File: config.mk
export PLATFORM = sky130hd
export DESIGN_NAME = gemm_tile_controller
export DESIGN_NICKNAME = d
export VERILOG_FILES = /design/src/rtl/gemm_tile_controller.sv
export SDC_FILE = /design/constraint.sdc
export NUM_CORES = 1
export LEC_CHECK = 0
export ABC_AREA = 1
export CORE_AREA = 3 3 156 128
export CTS_CLUSTER_DIAMETER = 50
export DETAILED_ROUTE_END_ITERATION = 6
export DIE_AREA = 0 0 159 131
export HOLD_SLACK_MARGIN = 0.12
export PLACE_DENSITY = 0.65
export SYNTH_ARGS = -nofsm -noshare
export SYNTH_HDL_FRONTEND = slang
export SYNTH_SLANG_ARGS = --single-unit
File: constraint.sdc
create_clock -name clk_i -period 2.95 [get_ports clk_i]
set_clock_uncertainty 0.05 [all_clocks]
set_input_delay 0.4425 -clock clk_i [delete_from_list [all_inputs] [get_ports clk_i]]
set_output_delay 0.4425 -clock clk_i [all_outputs]
set_load 0.02 [all_outputs]
File: src/rtl/gemm_tile_controller.sv
// Tiled M/N/K loop controller for the multi-MAC GeMM accelerator, with selectable outer loop order.
// Optional performance counters are enabled by defining GEMM_PERF_CNT_EN.
module gemm_tile_controller #(
    parameter int AddrWidth = 16,
    parameter int TileM     = 4,
    parameter int TileK     = 4,
    parameter int TileN     = 4
) (
    input  logic                 clk_i,
    input  logic                 rst_i,
    input  logic                 start_i,
    input  logic                 input_valid_i,
    input  logic                 loop_order_i,
    input  logic [AddrWidth-1:0] M_size_i,
    input  logic [AddrWidth-1:0] K_size_i,
    input  logic [AddrWidth-1:0] N_size_i,
`ifdef GEMM_PERF_CNT_EN
    output logic [31:0]          stall_cycles_o,
    output logic [31:0]          step_cycles_o,
`endif
    output logic                 busy_o,
    output logic                 done_o,
    output logic                 err_o,
    output logic                 acc_clear_o,
    output logic                 result_valid_o,
    output logic [AddrWidth-1:0] M_count_o,
    output logic [AddrWidth-1:0] K_count_o,
    output logic [AddrWidth-1:0] N_count_o
);

    localparam int CW = AddrWidth + 1;
    localparam logic [CW-1:0] LP_TILE_M     = CW'(TileM);
    localparam logic [CW-1:0] LP_TILE_K     = CW'(TileK);
    localparam logic [CW-1:0] LP_TILE_N     = CW'(TileN);
    localparam logic [CW-1:0] LP_TILE_M_M1  = CW'(TileM - 1);
    localparam logic [CW-1:0] LP_TILE_K_M1  = CW'(TileK - 1);
    localparam logic [CW-1:0] LP_TILE_N_M1  = CW'(TileN - 1);
    localparam logic [CW-1:0] LP_ONE        = CW'(1);
    localparam logic [AddrWidth-1:0] LP_CNT_ONE = AddrWidth'(1);

    localparam logic [1:0] S_IDLE   = 2'd0;
    localparam logic [1:0] S_BUSY   = 2'd1;
    localparam logic [1:0] S_FINISH = 2'd2;

    logic [1:0]           r_state;
    logic [CW-1:0]        r_mt, r_kt, r_nt;
    logic [AddrWidth-1:0] r_m, r_k, r_n;
    logic                 r_order;
    logic                 r_err;

    logic [CW-1:0] w_mt, w_kt, w_nt;
    logic          w_size_zero;
    logic          w_m_last, w_k_last, w_n_last;
    logic          w_step, w_final;

    // Ceiling division done one bit wider so size+Tile-1 cannot overflow.
    assign w_mt = ({1'b0, M_size_i} + LP_TILE_M_M1) / LP_TILE_M;
    assign w_kt = ({1'b0, K_size_i} + LP_TILE_K_M1) / LP_TILE_K;
    assign w_nt = ({1'b0, N_size_i} + LP_TILE_N_M1) / LP_TILE_N;

    assign w_size_zero = (M_size_i == '0) || (K_size_i == '0) || (N_size_i == '0);

    assign w_m_last = ({1'b0, r_m} == (r_mt - LP_ONE));
    assign w_k_last = ({1'b0, r_k} == (r_kt - LP_ONE));
    assign w_n_last = ({1'b0, r_n} == (r_nt - LP_ONE));

    assign w_step  = (r_state == S_BUSY) && input_valid_i;
    assign w_final = w_step && w_m_last && w_k_last && w_n_last;

    always_ff @(posedge clk_i) begin
        if (rst_i) begin
            r_state <= S_IDLE;
            r_mt    <= '0;
            r_kt    <= '0;
            r_nt    <= '0;
            r_m     <= '0;
            r_k     <= '0;
            r_n     <= '0;
            r_order <= 1'b0;
            r_err   <= 1'b0;
        end else begin
            r_err <= 1'b0;
            case (r_state)
                S_IDLE: begin
                    if (start_i) begin
                        if (w_size_zero) begin
                            r_err <= 1'b1;
                        end else begin
                            r_mt    <= w_mt;
                            r_kt    <= w_kt;
                            r_nt    <= w_nt;
                            r_order <= loop_order_i;
                            r_m     <= '0;
                            r_k     <= '0;
                            r_n     <= '0;
                            r_state <= S_BUSY;
                        end
                    end
                end
                S_BUSY: begin
                    if (w_final) begin
                        r_state <= S_FINISH;
                    end else if (w_step) begin
                        r_k <= w_k_last ? '0 : r_k + LP_CNT_ONE;
                        // K is always innermost; the middle loop wraps into the outer one.
                        if (!r_order) begin
                            if (w_k_last) begin
                                r_n <= w_n_last ? '0 : r_n + LP_CNT_ONE;
                                if (w_n_last) r_m <= r_m + LP_CNT_ONE;
                            end
                        end else begin
                            if (w_k_last) begin
                                r_m <= w_m_last ? '0 : r_m + LP_CNT_ONE;
                                if (w_m_last) r_n <= r_n + LP_CNT_ONE;
                            end
                        end
                    end
                end
                S_FINISH: begin
                    r_m     <= '0;
                    r_k     <= '0;
                    r_n     <= '0;
                    r_state <= S_IDLE;
                end
                default: r_state <= S_IDLE;
            endcase
        end
    end

`ifdef GEMM_PERF_CNT_EN
    logic [31:0] r_stall_cnt, r_step_cnt;

    always_ff @(posedge clk_i) begin
        if (rst_i) begin
            r_stall_cnt <= '0;
            r_step_cnt  <= '0;
        end else if ((r_state == S_IDLE) && start_i && !w_size_zero) begin
            r_stall_cnt <= '0;
            r_step_cnt  <= '0;
        end else if (r_state == S_BUSY) begin
            if (input_valid_i && (r_step_cnt != '1))
                r_step_cnt <= r_step_cnt + 32'd1;
            if (!input_valid_i && (r_stall_cnt != '1))
                r_stall_cnt <= r_stall_cnt + 32'd1;
        end
    end

    assign stall_cycles_o = rst_i ? '0 : r_stall_cnt;
    assign step_cycles_o  = rst_i ? '0 : r_step_cnt;
`endif

    // Outputs are forced low while reset is held, since the state only clears on the edge.
    assign busy_o         = !rst_i && ((r_state == S_BUSY) || (r_state == S_FINISH));
    assign done_o         = !rst_i && (r_state == S_FINISH);
    assign err_o          = !rst_i && r_err;
    assign acc_clear_o    = !rst_i && w_step && (r_k == '0);
    assign result_valid_o = !rst_i && w_step && w_k_last;
    assign M_count_o      = rst_i ? '0 : r_m;
    assign K_count_o      = rst_i ? '0 : r_k;
    assign N_count_o      = rst_i ? '0 : r_n;

endmodule

Fig. 1: clock nets
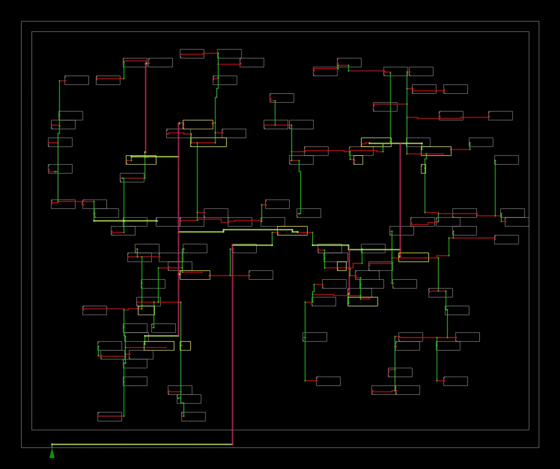
number of clock buffer instances in the layout: 11
sequential cell count of the final layout: 97
total number of clock tree sinks: 97
clock buffer count from CTS: 9

Fig. 2: metal 2
The bar under the picture is 50 um long.
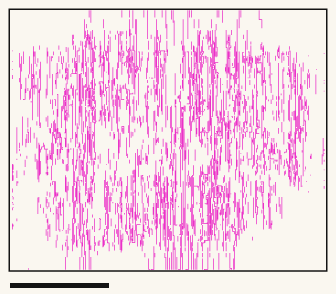
share of all routed wire: 42%
longest straight run: 48.3 um
nets with wire on the layer: 1,124
main direction: vertical
wire length on this layer: 9,720 um
GR met2 Demand/Resource: 0.348
via count: 8,389
Post-Route WL: 23,100 um

Fig. 3: the metal 3 layer
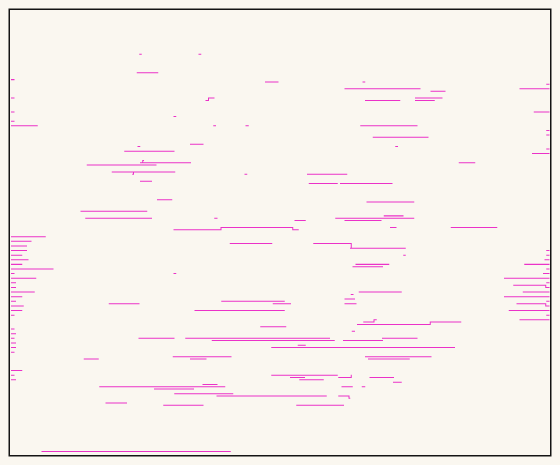
share of all routed wire: 5.3%
longest straight run: 55.4 um
nets with wire on the layer: 113
main direction: horizontal

==> impl_metrics.ini <==
; synthesis and place-and-route metrics
[pwr]
cell_internal_pwr_mw = 2.84
powerDensity_nw_per_um2 = 483
clkPwrFrac = 0.260
power_switching_mw = 1.87
netSwitchingFraction = 0.397

[floorplan]
fp_util = 0.433

[placed_design]
total_instance_count_after_detailed_placement = 1666
port_buffers = 105
cell_area_after_placement_um2 = 9450
gp_congestion = 0.941

[synth]
unique_masters_post_synth = 49
top_cells_by_count = 305 x nand2_1, 226 x nor2_1, 156 x inv_1
cells_after_synth = 1321
mappedNetlistNets = 1386

[cells_and_area]
nNonClkBuffers = 127
area_delta_synth_final_pct = 20.6
area_share_nonclk_buffers = 0.128
n_multi_input_combinational_cell = 1019
utilization = 0.521
layout.nets = 1484

[timing]
final.setup.tns_ns = 0
timing.final.setup_violations = 0

[worst_setup_path]
cells_on_worst_reg2reg_path = 17
start_kind = flop
path_class = reg2out
end_kind = output pin
crit_start = r_kt[0]$_SDFFE_PP0P_

[cts]
cts_post_setup_buffers_inserted = 0

[run_status]
run_status = finished, final reports clean

[global_route]
grt.overflow.total = 0
Fig. 4: PDN straps and rails
The bar under the picture is 50 um long. Pins as bars on the die edge.
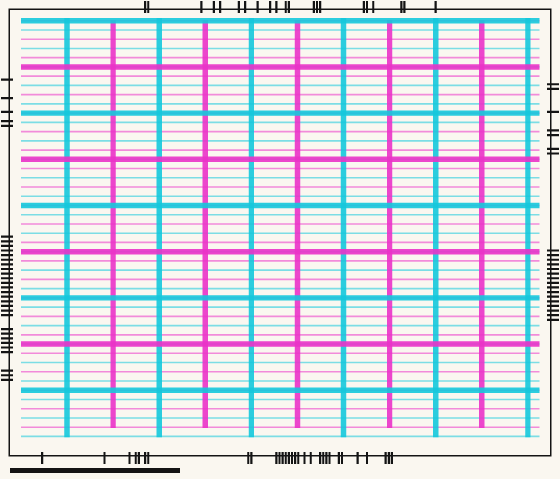
[VDD] magenta
[VSS] cyan
met4 straps: 11
met5 straps: 9
met1 rails: 46
rows: 45
height of the die: 131 um
die extent in x: 159 um

Fig. 5: signal wires by layer
The bar under the picture is 50 um long. Only two layers are drawn.
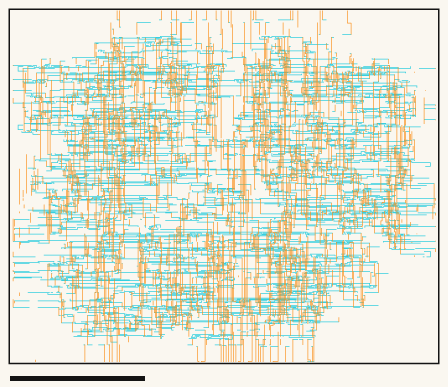
[met1] cyan | wire length: 11,700 um
[met2] orange | wire length: 9,720 um
drt wl/cell: 13.7 um
All-Layer GR Usage: 0.220

[worst max-delay path, cell delays in order (launching register included)]
cell	delay (ns)
dfxtp_1	0.36
inv_1	0.10
ha_2	0.34
inv_1	0.04
nand2_1	0.05
nand2_1	0.05
nor2_1	0.12
nand2_1	0.07
nor2_1	0.08
nand3_1	0.07
nor2_1	0.08
nand2_1	0.06
nor2_2	0.10
nand3_2	0.09
nor2_1	0.09
clkbuf_2	0.17
[layer usage]
layer	track usage	vias up	wire length, um
li1	-	4400	-
met1	0.313	3741	11700
met2	0.348	220	9720
met3	0.0328	28	1210
met4	0.0659	0	436
met5	0	-	0
[flip-flops by register name, summed over array words and instances, names as in the netlist]
name,flops
r_err,1
r_k,16
r_kt,15
r_m,16
r_mt,15
r_n,16
r_nt,15
r_order,1
r_state,2
